===== src/rtl/irrig_pkg.sv =====
// Shared types for the irrigation scheduler: state encodings (also used by the
// matrix display), source identifiers and the valve output bundle.
package irrig_pkg;

    localparam int unsigned LEVEL_W = 3;
    localparam int unsigned STATE_W = 3;

    localparam logic [STATE_W-1:0] ST_IDLE    = 3'd0;
    localparam logic [STATE_W-1:0] ST_RUN_ASP = 3'd1;
    localparam logic [STATE_W-1:0] ST_RUN_GOT = 3'd2;
    localparam logic [STATE_W-1:0] ST_CLEAN   = 3'd3;
    localparam logic [STATE_W-1:0] ST_FAULT   = 3'd4;

    typedef enum logic [STATE_W-1:0] {
        IDLE    = ST_IDLE,
        RUN_ASP = ST_RUN_ASP,
        RUN_GOT = ST_RUN_GOT,
        CLEAN   = ST_CLEAN,
        FAULT   = ST_FAULT
    } irrig_state_t;

    typedef enum logic {
        SRC_ASP = 1'b0,
        SRC_GOT = 1'b1
    } irrig_src_t;

    typedef struct packed {
        logic grant_asp;
        logic grant_got;
        logic outlet_open;
        logic adb_valve;
        logic cleaning;
    } irrig_valves_t;

    // Valve pattern for a given state; the injector only follows dose in RUN_ASP.
    function automatic irrig_valves_t valves_for(irrig_state_t st, logic dose);
        irrig_valves_t v;
        v = '0;
        case (st)
            RUN_ASP: begin
                v.grant_asp   = 1'b1;
                v.outlet_open = 1'b1;
                v.adb_valve   = dose;
            end
            RUN_GOT: begin
                v.grant_got   = 1'b1;
                v.outlet_open = 1'b1;
            end
            CLEAN: begin
                v.cleaning    = 1'b1;
                v.outlet_open = 1'b1;
            end
            default: v = '0;
        endcase
        return v;
    endfunction

endpackage


===== src/rtl/irrig_tick_timer.sv =====
// Loadable down-counter advanced by the tick enable; done_c flags a zero count.
module irrig_tick_timer #(
    parameter int unsigned W = 8
) (
    input  logic         clock,
    input  logic         reset,
    input  logic         tick,
    input  logic         load,
    input  logic [W-1:0] load_val,
    output logic         done_c
);

    logic [W-1:0] count;

    always_ff @(posedge clock or negedge reset) begin
        if (!reset) begin
            count <= '0;
        end else if (load) begin
            count <= load_val;
        end else if (tick && (count != '0)) begin
            count <= count - W'(1);
        end
    end

    assign done_c = (count == '0);

endmodule


===== src/rtl/irrigation_scheduler.sv =====
// Tank outlet scheduler: round-robin sprinkler/drip runs, level fault, post-dose flush.
// Optional IRRIG_RUN_COUNT_EN adds a saturating count of normally completed runs.
module irrigation_scheduler
    import irrig_pkg::*;
#(
    parameter int unsigned ASP_TICKS   = 8,
    parameter int unsigned GOT_TICKS   = 12,
    parameter int unsigned CLEAN_TICKS = 4,
    parameter int unsigned MIN_LEVEL   = 2,
    parameter int unsigned CNT_W       = 8
) (
    input  logic               clock,
    input  logic               reset,
    input  logic               tick,
    input  logic               req_asp,
    input  logic               req_got,
    input  logic               req_adb,
    input  logic [LEVEL_W-1:0] level,
    output logic               grant_asp,
    output logic               grant_got,
    output logic               outlet_open,
    output logic               adb_valve,
    output logic               cleaning,
    output logic               err_low,
    output logic [STATE_W-1:0] state_o
`ifdef IRRIG_RUN_COUNT_EN
    ,
    output logic [7:0]         run_count
`endif
);

    irrig_state_t  state, next_state;
    irrig_src_t    last_served, next_last;
    logic          dose_pend, next_dose;
    logic          next_err;
    irrig_valves_t valves, next_valves;

    logic             load;
    logic [CNT_W-1:0] load_val;
    logic             done_c;
    logic             run_done;
    logic             level_low;
    logic             own_req;

    assign level_low = (level < LEVEL_W'(MIN_LEVEL));

    irrig_tick_timer #(.W(CNT_W)) u_timer (
        .clock    (clock),
        .reset    (reset),
        .tick     (tick),
        .load     (load),
        .load_val (load_val),
        .done_c   (done_c)
    );

    always_ff @(posedge clock or negedge reset) begin
        if (!reset) begin
            state       <= IDLE;
            last_served <= SRC_GOT;
            dose_pend   <= 1'b0;
            err_low     <= 1'b0;
            valves      <= '0;
            state_o     <= ST_IDLE;
        end else begin
            state       <= next_state;
            last_served <= next_last;
            dose_pend   <= next_dose;
            err_low     <= next_err;
            valves      <= next_valves;
            state_o     <= next_state;
        end
    end

    // Level faults take precedence over run expiry and request drop.
    always_comb begin
        next_state = state;
        next_last  = last_served;
        next_dose  = dose_pend;
        next_err   = err_low;
        load       = 1'b0;
        load_val   = '0;
        run_done   = 1'b0;
        own_req    = (state == RUN_ASP) ? req_asp : req_got;

        case (state)
            IDLE: begin
                if ((req_asp || req_got) && level_low) begin
                    next_state = FAULT;
                    next_err   = 1'b1;
                end else if (req_asp && (!req_got || (last_served == SRC_GOT))) begin
                    next_state = RUN_ASP;
                    next_last  = SRC_ASP;
                    next_dose  = req_adb;
                    load       = 1'b1;
                    load_val   = CNT_W'(ASP_TICKS - 1);
                end else if (req_got) begin
                    next_state = RUN_GOT;
                    next_last  = SRC_GOT;
                    load       = 1'b1;
                    load_val   = CNT_W'(GOT_TICKS - 1);
                end
            end
            RUN_ASP, RUN_GOT: begin
                if (level_low) begin
                    next_state = FAULT;
                    next_err   = 1'b1;
                end else if (!own_req || (tick && done_c)) begin
                    run_done = tick && done_c;
                    if (dose_pend) begin
                        next_state = CLEAN;
                        load       = 1'b1;
                        load_val   = CNT_W'(CLEAN_TICKS - 1);
                    end else begin
                        next_state = IDLE;
                    end
                end
            end
            CLEAN: begin
                if (level_low) begin
                    next_state = FAULT;
                    next_err   = 1'b1;
                end else if (tick && done_c) begin
                    next_state = IDLE;
                    next_dose  = 1'b0;
                end
            end
            FAULT: begin
                if (!level_low) begin
                    next_err = 1'b0;
                    if (dose_pend) begin
                        next_state = CLEAN;
                        load       = 1'b1;
                        load_val   = CNT_W'(CLEAN_TICKS - 1);
                    end else begin
                        next_state = IDLE;
                    end
                end
            end
            default: next_state = IDLE;
        endcase

        next_valves = valves_for(next_state, next_dose);
    end

    assign grant_asp   = valves.grant_asp;
    assign grant_got   = valves.grant_got;
    assign outlet_open = valves.outlet_open;
    assign adb_valve   = valves.adb_valve;
    assign cleaning    = valves.cleaning;

`ifdef IRRIG_RUN_COUNT_EN
    always_ff @(posedge clock or negedge reset) begin
        if (!reset) begin
            run_count <= 8'd0;
        end else if (run_done && (run_count != 8'hFF)) begin
            run_count <= run_count + 8'd1;
        end
    end
`else
    logic unused_run_done;
    assign unused_run_done = run_done;
`endif

endmodule


===== config.mk =====
export PLATFORM = sky130hd
export DESIGN_NAME = irrigation_scheduler
export DESIGN_NICKNAME = d
export VERILOG_FILES = /design/src/rtl/irrig_pkg.sv /design/src/rtl/irrig_tick_timer.sv /design/src/rtl/irrigation_scheduler.sv
export SDC_FILE = /design/constraint.sdc
export NUM_CORES = 1
export LEC_CHECK = 0
export ABC_AREA = 1
export ABC_CLOCK_PERIOD_IN_PS = 1900
export CAP_MARGIN = 20
export CORE_UTILIZATION = 30
export DETAILED_ROUTE_END_ITERATION = 7
export HOLD_SLACK_MARGIN = 0.12
export PLACE_DENSITY = 0.48
export SLEW_MARGIN = 10
export SYNTH_ARGS = -nofsm -noshare
export SYNTH_HDL_FRONTEND = slang
export SYNTH_SLANG_ARGS = --single-unit

===== constraint.sdc =====
create_clock -name clock -period 1.9 [get_ports clock]
set_input_delay 0.475 -clock clock [delete_from_list [all_inputs] [get_ports clock]]
set_output_delay 0.475 -clock clock [all_outputs]
set_load 0.01 [all_outputs]

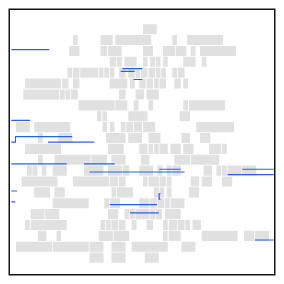
run_1/layer_met3.png
(4 px per micron)
The layer holds 5.3% of the routed length. 17 nets have wire on it.
met3 Track Usage GR: 3.45%
vias: 1062
Routed Wire Length: 2750 microns

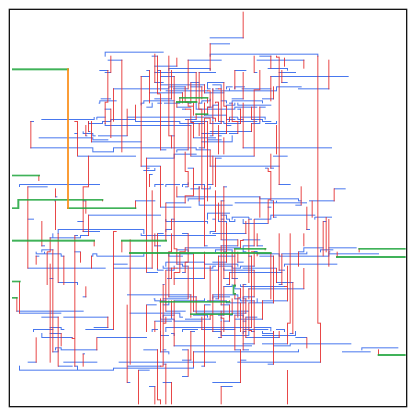
run_1/wires.png
(6 px per micron)
Red stands for metal 2, wire length 1230 microns. Blue stands for metal 1, wire length 1340 microns. Green stands for metal 3, wire length 146 microns. Orange stands for metal 4, wire length 23.1 microns.
WL/cell: 11.9 microns
Tot GR Track Use: 14.9%

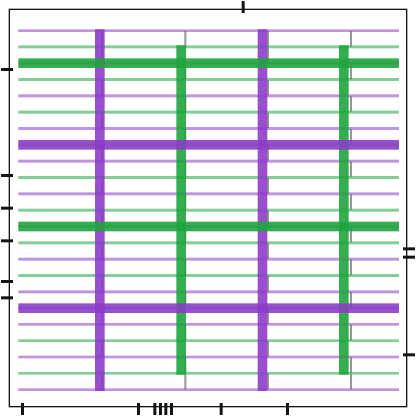
run_1/power_grid.png
(6 px per micron) Pins as bars on the die edge. Tap cells in gray.
Green stands for VDD. Purple stands for VSS.
4 straps on met5. 23 met1 rails follow the rows. The core has 22 rows. 48 tap cells. 18 signal pins sit on the boundary.
worst IR drop on VDD: 0.734 mV
core area: 0.00380 sq mm
Die Ht: 66.0 microns
Chip Width: 66.0 microns

==> flow_metrics.tcl, run 1 <==
# yosys + openroad results
set metrics [dict create \
    p_leak_nw 0.784 \
    powerDensity_mw_per_mm2 1540 \
    gp_congestion 0.810 \
    worst-path-stages 1 \
    core_util_floorplan_pct 32.3 \
    path_class "reg2out" \
    grt_pass1_vias 1053 \
    ys_seq_share_pct 38.8 \
    crit_arrival_ns 1.32 \
    synth_cells 150 \
    r2r_slack_ns 0.19 \
    pwr-share-comb_pct 59.9 \
    status "complete, no violations" \
    largest_area_cell "dfrtp_1" \
    period_used_pct 94.5 \
    synth.cell_area_sq_mm 0.00123 \
    numSynthFlops 19 \
    via_per_inst 4.62 \
    hold_buffers 0 \
    clockPowerShare_pct 11.8 \
    h-tree-depth 1 \
    max_freq_mhz 557 \
    fin_ws_ns 0.105 \
    cp_data_required_time_ns 1.42 \
    yosys.area.top_type_share_pct 36.7 \
    clock_latency_ns 0.26 \
    dr.pass1.iters 4 \
    syn_to_final_growth_pct 29.0 \
    grt_setup_unrepaired "no" \
    portBuffers 16 \
    post_cts_buffers 0 \
    worstRegToRegCells 11 \
    dp_hpwl_microns 2120 \
    top_logic_kind "simple AND/OR/NAND/NOR gates" \
    io_pins 18 \
    log.warning_count 28 \
    clock_sinks 19 \
    reg2reg_to "u_timer.count[7]" \
    antenna_found_initial 0 \
    place_ws_ns -0.0833 \
    worst_setup_path_start_kind "flip-flop" \
    power_frac_seq_pct 28.3 \
    path_cells "clkdlybuf4s50_1" \
    worstMarginPinSlew_ns 0.309 \
    fin_crit_ns 1.79 \
    cp_num_buf_inv 1 \
    nNetsFinal 194 \
    regMostFlops "u_timer.count" \
    clk_pin_slew_ns 0.08 \
    grt_pass1_wl_microns 4890 \
    p_int_w 0.00134 \
    slew_viol_final 0 \
    drive_gt1_share_pct 32.4 \
    setup-violations-final 0 \
    critPathMaxFanout 5 \
    ys.warnings.count 0 \
    cts_buffers 3 \
    p_switching_w 0.00111 \
    cts_tree "done" \
    critical_path.slowest_cell "clkdlybuf4s50_1" \
    largest_reg_flops 8 \
    endpoint "state_o[2]" \
    adder_share_pct 2.04 \
    hold_path.class "in2async" \
    clock_skew_ns 0.00523 \
    ys_area_sq_mm 0.00123 \
    synth_area_per_cell_sq_um 8.19 \
    end_kind "primary output" \
    layout_top_cell "nand2_1" \
    ant_nets 0 \
    synthTopCellsByArea "dfrtp_1 (37%), nand2_1 (6.7%), nand3_1 (4.9%)" \
    synth.area.mux_share_pct 0 \
    grt-ovfl-total 0 \
    num_antenna_cells 0 \
    compound_area_share_pct 10.5 \
    cp-startpoint "state[2]" \
    r2r_start "u_timer.count[0]" \
    crit_family "buffers and inverters" \
    rows 22 \
    syn-num-nets 161 \
    drcViolationCount 0 \
    final_layout_top_logic_cells "nand2_1 (22), dfrtp_1 (18), clkdlybuf4s50_1 (16), inv_1 (13), nor2_1 (13)" \
    largestRegisters "u_timer.count x8, state x3" \
    hold_violations 0 \
    synthXorXnorAreaFrac_pct 3.56 \
    root_buffer "clkbuf_8" \
    p_sw_share_pct 45.3 \
    clk_path_buf_depth 2 \
    maxCapViolations 0 \
    ys_sh_simple_pct 36.5 \
    synth.distinct_cells 29 \
    yosysCellCount 150 \
    dieArea_sq_mm 0.00436 \
    cts_resized 0 \
    max-slew-margin-rel_pct 79.4 \
    crit_path_max_incr_delay_ns 0.58 \
    drtIter0Drc 51 \
    grt_max_degree 20 \
    tns_ns 0 \
]
==> run 1: Yosys cell counts (all sizes together) <==
master / n
a21oi: 7
a31oi: 1
clkinv: 1
dfrtp: 18
dfstp: 1
ha: 2
inv: 26
nand2: 34
nand3: 18
nand3b: 1
nand4: 2
nor2: 19
nor3: 2
o211ai: 2
o21a: 1
o21ai: 10
xor2: 5
==> run 1: routing by layer <==
| layer | global-route usage [%] | share of wire (%) | wire (microns) | up-vias |
|---|---|---|---|---|
| met5 | 0 | 0 | 0 | - |
| met4 | 5.05 | 0.84 | 23 | 0 |
| met3 | 3.45 | 5.3 | 145 | 2 |
| met2 | 23.1 | 45 | 1230 | 29 |
| met1 | 20.2 | 49 | 1340 | 486 |
| li1 | - | - | - | 545 |
==> run 1: per-stage QoR <==
stage	utilization, %	hold WS [ns]	cell area (sq um)	power [W]	instances
4_1_cts	41.7	0.550	1590	0.00247	230
2_1_floorplan	-	0.179	1230	0.00169	150
3_3_place_gp	40.5	0.529	1540	0.00216	226
6_report	41.7	0.547	1590	0.00244	230
3_5_place_dp	40.5	0.539	1540	0.00217	226
5_1_grt	41.7	0.566	1590	0.00268	230
==> run 1: final cells by class <==
type | count | area [sq um]
Fill cell | 381 | 2210
Multi-Input combinational cell | 104 | 646
Sequential cell | 19 | 477
Timing Repair Buffer | 28 | 250
Inverter | 27 | 106
Tap cell | 48 | 60.1
Clock buffer | 3 | 41.3
Clock inverter | 1 | 5.00
==> run 1: power by group through the flow <==
stage               Combinational (W)  Clock (W)  Sequential (W)
CTS                           0.00148   0.000302        0.000693
global placement              0.00146          0        0.000697
finish                        0.00146   0.000287        0.000691
floorplan                    0.000971          0        0.000716
detailed placement            0.00147          0        0.000698
global route                  0.00165   0.000315        0.000716
==> run 2, diff against run 1 <==
Settings changed: CORE_UTILIZATION 30 to 35, PLACE_DENSITY 0.48 to 0.55.
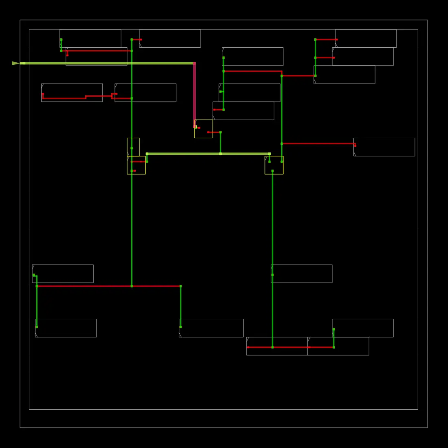
run_2/clocks.png
TritonCTS Buffers: 3
clock buf count: 3
Clock Sinks: 19
clock distribution power: 0.000212 W

==> flow_metrics.tcl, run 2 <==
# yosys + openroad results
set metrics [dict create \
    regMostFlops "u_timer.count" \
    layout_top_cell "nand2_1" \
    largestRegisters "u_timer.count x8, state x3" \
    drive_gt1_share_pct 32.8 \
    clock_latency_ns 0.30 \
    log.warning_count 28 \
    ys.warnings.count 0 \
    synth-edff-count 0 \
    p_seq_w 0.000684 \
    clockPowerShare_pct 9.0 \
    top_cell "nand2_1" \
    ys_area_sq_mm 0.00123 \
    netlist_top_cells_count "nand2_1 (22), dfrtp_1 (18), inv_1 (13), nor2_1 (13)" \
    synth_cells 150 \
    portBuffers 16 \
    synth.distinct_cells 29 \
    hold_buffers 0 \
    max-slew-margin-rel_pct 77.2 \
    setup-violations-final 0 \
    post_cts_buffers 0 \
    p_int_w 0.00127 \
    cts_tree "done" \
    final_layout_top_logic_cells "nand2_1 (22), dfrtp_1 (18), clkdlybuf4s50_1 (16)" \
    rows 21 \
    p_switching_w 0.00109 \
    vias 1065 \
    io_pins 18 \
    grt_setup_unrepaired "no" \
    wl_microns 2550 \
    slew_viol_final 0 \
    critPathMaxFanout 5 \
    crit_arrival_ns 1.37 \
    end_kind "primary output" \
    ant_nets 0 \
    critical_path.slowest_cell "clkdlybuf4s50_1" \
    final_cells 229 \
    flop_area_sq_um 477 \
    ys_async_sr_fraction_pct 100 \
    status "complete, no violations" \
    core_util_floorplan_pct 36.8 \
    largest_cell_class "combinational gates" \
    dp_cells 225 \
    p_sw_share_pct 46.2 \
    p_leak_nw 0.781 \
    seq_area_share_pct 30.3 \
    power_frac_seq_pct 29.0 \
    hold_violations 0 \
    maxCapViolations 0 \
    h-tree-depth 1 \
    nNetsFinal 195 \
    crit_family "buffers and inverters" \
    r2r_start "u_timer.count[0]" \
    reg2reg_to "u_timer.count[2]" \
    pwr-share-comb_pct 61.9 \
    powerComb_w 0.00146 \
    worst_setup_path_start_kind "flip-flop" \
    n_all_inverters 27 \
    path_class "reg2out" \
    yosys_most_used_dff "dfrtp_1" \
    clock_skew_ns 0.00558 \
    fin_crit_ns 1.84 \
    nFlopsAndLatches 19 \
    clk_path_buf_depth 2 \
    grt_max_degree 14 \
    dpl-instance-area_sq_mm 0.00154 \
    clk_pin_slew_ns 0.12 \
    buf_share_pct 16.4 \
    largest_reg_flops 8 \
    combGateArea_sq_um 646 \
    dieArea_sq_mm 0.00375 \
    die_x_microns 61.3 \
    grt_pass1_wl_microns 4300 \
    wl_per_cell_microns 11.1 \
    grt_pass1_vias 1013 \
    hold_path.class "in2async" \
    power-top-group "combinational logic" \
    cts_resized 0 \
    fp.dieH_microns 61.3 \
    buffers 29 \
    cp_data_required_time_ns 1.42 \
    synth.cell_area_sq_mm 0.00123 \
    fill_cells 353 \
    fin_area_sq_mm 0.00157 \
    root_buffer "clkbuf_4" \
    grt_usage_pct 15.4 \
    path_cells "clkdlybuf4s50_1" \
    cp_num_buf_inv 1 \
    ys_seq_share_pct 38.8 \
    clkCellAreaFrac_pct 1.75 \
    dp_hpwl_microns 2070 \
    drcViolationCount 0 \
    r2r_slack_ns 0.22 \
    worstMarginPinSlew_ns 0.342 \
    antenna_found_initial 0 \
    powerDensity_mw_per_mm2 1500 \
    crit_path_max_incr_delay_ns 0.58 \
    synth_area_per_cell_sq_um 8.19 \
    core_sq_mm 0.00334 \
    syn-num-nets 161 \
    holdWs_ns 0.424 \
    largest_area_cell "dfrtp_1" \
    via_per_inst 4.65 \
    gp_congestion 0.864 \
    num_antenna_cells 0 \
    drtIter0Drc 93 \
    numSynthFlops 19 \
    place_ws_ns -0.0823 \
]
run 2: cell counts after synthesis:
No cell type changed its count.
run 2: cells by family (layout without fill, tap and decap cells):
kind of cell             Yosys count  in the layout  share of synthesized area (%)
AND-OR/OR-AND                     21             21                           10.5
XOR/XNOR                           5              5                           3.56
adder cells (fa/ha/maj)            2              2                           2.04
buffers and inverters             27             60                           8.66
flip-flops                        19             19                           38.8
AND/OR/NAND/NOR                   76             76                           36.5
run 2: through the flow:
stage / setup TNS (ns) / power, W / utilization [%]
after global routing: 0 / 0.00257 / 47.1
final: 0 / 0.00235 / 47.1
after CTS: 0 / 0.00238 / 47.1
after global placement: -0.321 / 0.00213 / 46.3
after detailed placement: -0.468 / 0.00215 / 46.3
after floorplan: 0 / 0.00169 / -
run 2: how the worst max path moves through the flow:
| stage | start | to | slack (ns) | cells past startpoint |
|---|---|---|---|---|
| floorplan | u_timer.count[0] | u_timer.count[7] | 0.43 | 11 |
| global placement | level[2] | u_timer.count[0] | -0.05 | 9 |
| detailed placement | level[2] | u_timer.count[5] | -0.08 | 9 |
| CTS | state[2] | state_o[2] | 0.04 | 1 |
| global route | state[2] | state_o[2] | 0.005 | 1 |
| finish | state[2] | state_o[2] | 0.06 | 1 |
run 2: per-layer routing:
| metal | track usage, % | vias up | part of all wire, % |
|---|---|---|---|
| li1 | - | 544 | - |
| met1 | 19.7 | 496 | 47 |
| met2 | 26.4 | 21 | 49 |
| met3 | 3.99 | 4 | 3.5 |
| met4 | 2.92 | 0 | 0.98 |
| met5 | 0 | - | 0 |
run 2: worst reg2reg max path, delay by kind of cell, from the launching register on:
kind	cells	cell delay, ns
adder cells (fa/ha/maj)	1	0.20
buffers and inverters	2	0.23
flip-flops	1	0.38
AND/OR/NAND/NOR	8	0.79
==> run 3, diff against run 2 <==
Settings changed: CTS_BUF_LIST from default to sky130_fd_sc_hd__clkbuf_8.
==> flow_metrics.tcl, run 3 <==
# yosys + openroad results
set metrics [dict create \
    status "complete, no violations" \
    synth.cell_area_sq_mm 0.00123 \
    wl_per_cell_microns 11.2 \
    place_ws_ns -0.0823 \
    portBuffers 16 \
    root_buffer "clkbuf_8" \
    clk_pin_slew_ns 0.08 \
    slew_viol_final 0 \
    wl_met2_microns 1280 \
    ys_seq_share_pct 38.8 \
    drcViolationCount 0 \
    syn-num-nets 161 \
    numSynthFlops 19 \
    grt_busiest_layer "met2" \
    p_leak_nw 0.789 \
    synth.distinct_cells 29 \
    ys_area_sq_mm 0.00123 \
    path_cells "clkdlybuf4s50_1" \
    num_antenna_cells 0 \
    crit_arrival_ns 1.31 \
    setup-violations-final 0 \
    crit_family "buffers and inverters" \
    crit_path_max_incr_delay_ns 0.58 \
    dpl-instance-area_sq_mm 0.00154 \
    yosys_most_used_dff "dfrtp_1" \
    drive_gt1_share_pct 32.8 \
    grt_max_degree 14 \
    tns_ns 0 \
    largest_reg_flops 8 \
    nNetsFinal 195 \
    largestRegisters "u_timer.count x8, state x3" \
    h-tree-depth 1 \
    powerDensity_mw_per_mm2 1530 \
    dieArea_sq_mm 0.00375 \
    final_layout_top_logic_cells "nand2_1 (22), dfrtp_1 (18), clkdlybuf4s50_1 (16)" \
    wl_met1_microns 1190 \
    critical_path.slowest_cell "clkdlybuf4s50_1" \
    cts_resized 0 \
    synth_cells 150 \
    maxCapViolations 0 \
    cts_tree "done" \
    r2r_slack_ns 0.21 \
    fin_crit_ns 1.78 \
    use_met2_pct 27.2 \
    cp_data_required_time_ns 1.42 \
    clk_path_buf_depth 2 \
    grt_pass1_vias 988 \
    total_power_w 0.00243 \
    ys.warnings.count 0 \
    synth-edff-count 0 \
    regMostFlops "u_timer.count" \
    use_met1_pct 19.2 \
    hold_violations 0 \
    cp_num_buf_inv 1 \
    ys_async_sr_fraction_pct 100 \
    core_util_floorplan_pct 36.8 \
    r2r_start "u_timer.count[0]" \
    grt_use_met3_pct 4.41 \
    grt_usage_pct 15.8 \
    grt_pass1_wl_microns 4270 \
    layout_top_cell "nand2_1" \
    antenna_found_initial 0 \
    core_sq_mm 0.00334 \
    clock_skew_ns 0.00331 \
    critPathMaxFanout 5 \
    grt_setup_unrepaired "no" \
    post_cts_buffers 0 \
    via_per_inst 4.63 \
    hold_buffers 0 \
    drtIter0Drc 72 \
    reg2reg_to "u_timer.count[7]" \
    top_cell "nand2_1" \
    clock_sinks 19 \
    gp_congestion 0.864 \
    largest_area_cell "dfrtp_1" \
    clock_latency_ns 0.26 \
    fp.dieH_microns 61.3 \
    log.warning_count 28 \
    dp_hpwl_microns 2070 \
    worstMarginPinSlew_ns 0.341 \
]
[run 3: cell counts after synthesis]
Identical to the previous run, type by type.
[run 3: power breakdown]
| part | switching, W | internal, W | leakage, nW |
|---|---|---|---|
| Clock | 0.000142 | 0.000146 | 0.0255 |
| Sequential | 0.000107 | 0.000578 | 0.241 |
| Combinational | 0.000846 | 0.000612 | 0.522 |
| Total | 0.00110 | 0.00133 | 0.789 |
[run 3: metrics by stage]
stage               hold WS [ns]  instances  utilization, %
floorplan                  0.179        150               -
global placement           0.540        225            46.3
detailed placement         0.536        225            46.3
CTS                        0.481        229            47.7
global route               0.498        229            47.7
finish                     0.479        229            47.7
[run 3: worst max path at each step]
stage	from	endpoint	slack, ns	cells after the start
2_1_floorplan	u_timer.count[0]	u_timer.count[7]	0.43	11
3_3_place_gp	level[2]	u_timer.count[0]	-0.05	9
3_5_place_dp	level[2]	u_timer.count[5]	-0.08	9
4_1_cts	state[2]	state_o[2]	0.1	1
5_1_grt	u_timer.count[0]	u_timer.count[2]	0.04	11
6_report	state[2]	state_o[2]	0.12	1
[run 3: area by class of cell]
cell class                      instances  area, sq um
Clock inverter                          1         5.00
Clock buffer                            3         41.3
Timing Repair Buffer                   29          258
Multi-Input combinational cell        104          646
Tap cell                               46         57.6
Fill cell                             353         1750
Sequential cell                        19          477
Inverter                               27          106
[run 3: cell families (layout without fill, tap and decap cells)]
family                     count (synthesis)  after routing  share of synthesized area, %
AOI/OAI and AO/OA                         21             21                          10.5
xor gates and xnor gates                   5              5                          3.56
adders and majority gates                  2              2                          2.04
buffers and inverters                     27             60                          8.66
DFF                                       19             19                          38.8
and+or+nand+nor                           76             76                          36.5
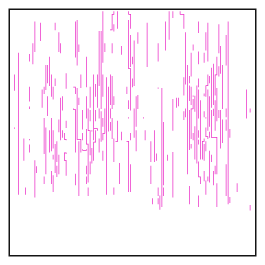
run_3/layer_met2.png
(4 px per micron)
The longest straight run is 45.6 microns. 170 nets have wire on it. The layer holds 50% of the routed length. The layer carries 1280 microns of wire. The wires run mostly vertical.
Routed Wire Length: 2570 microns
vias: 1061

No activity file was given, so power comes from the tool's default toggle rates.
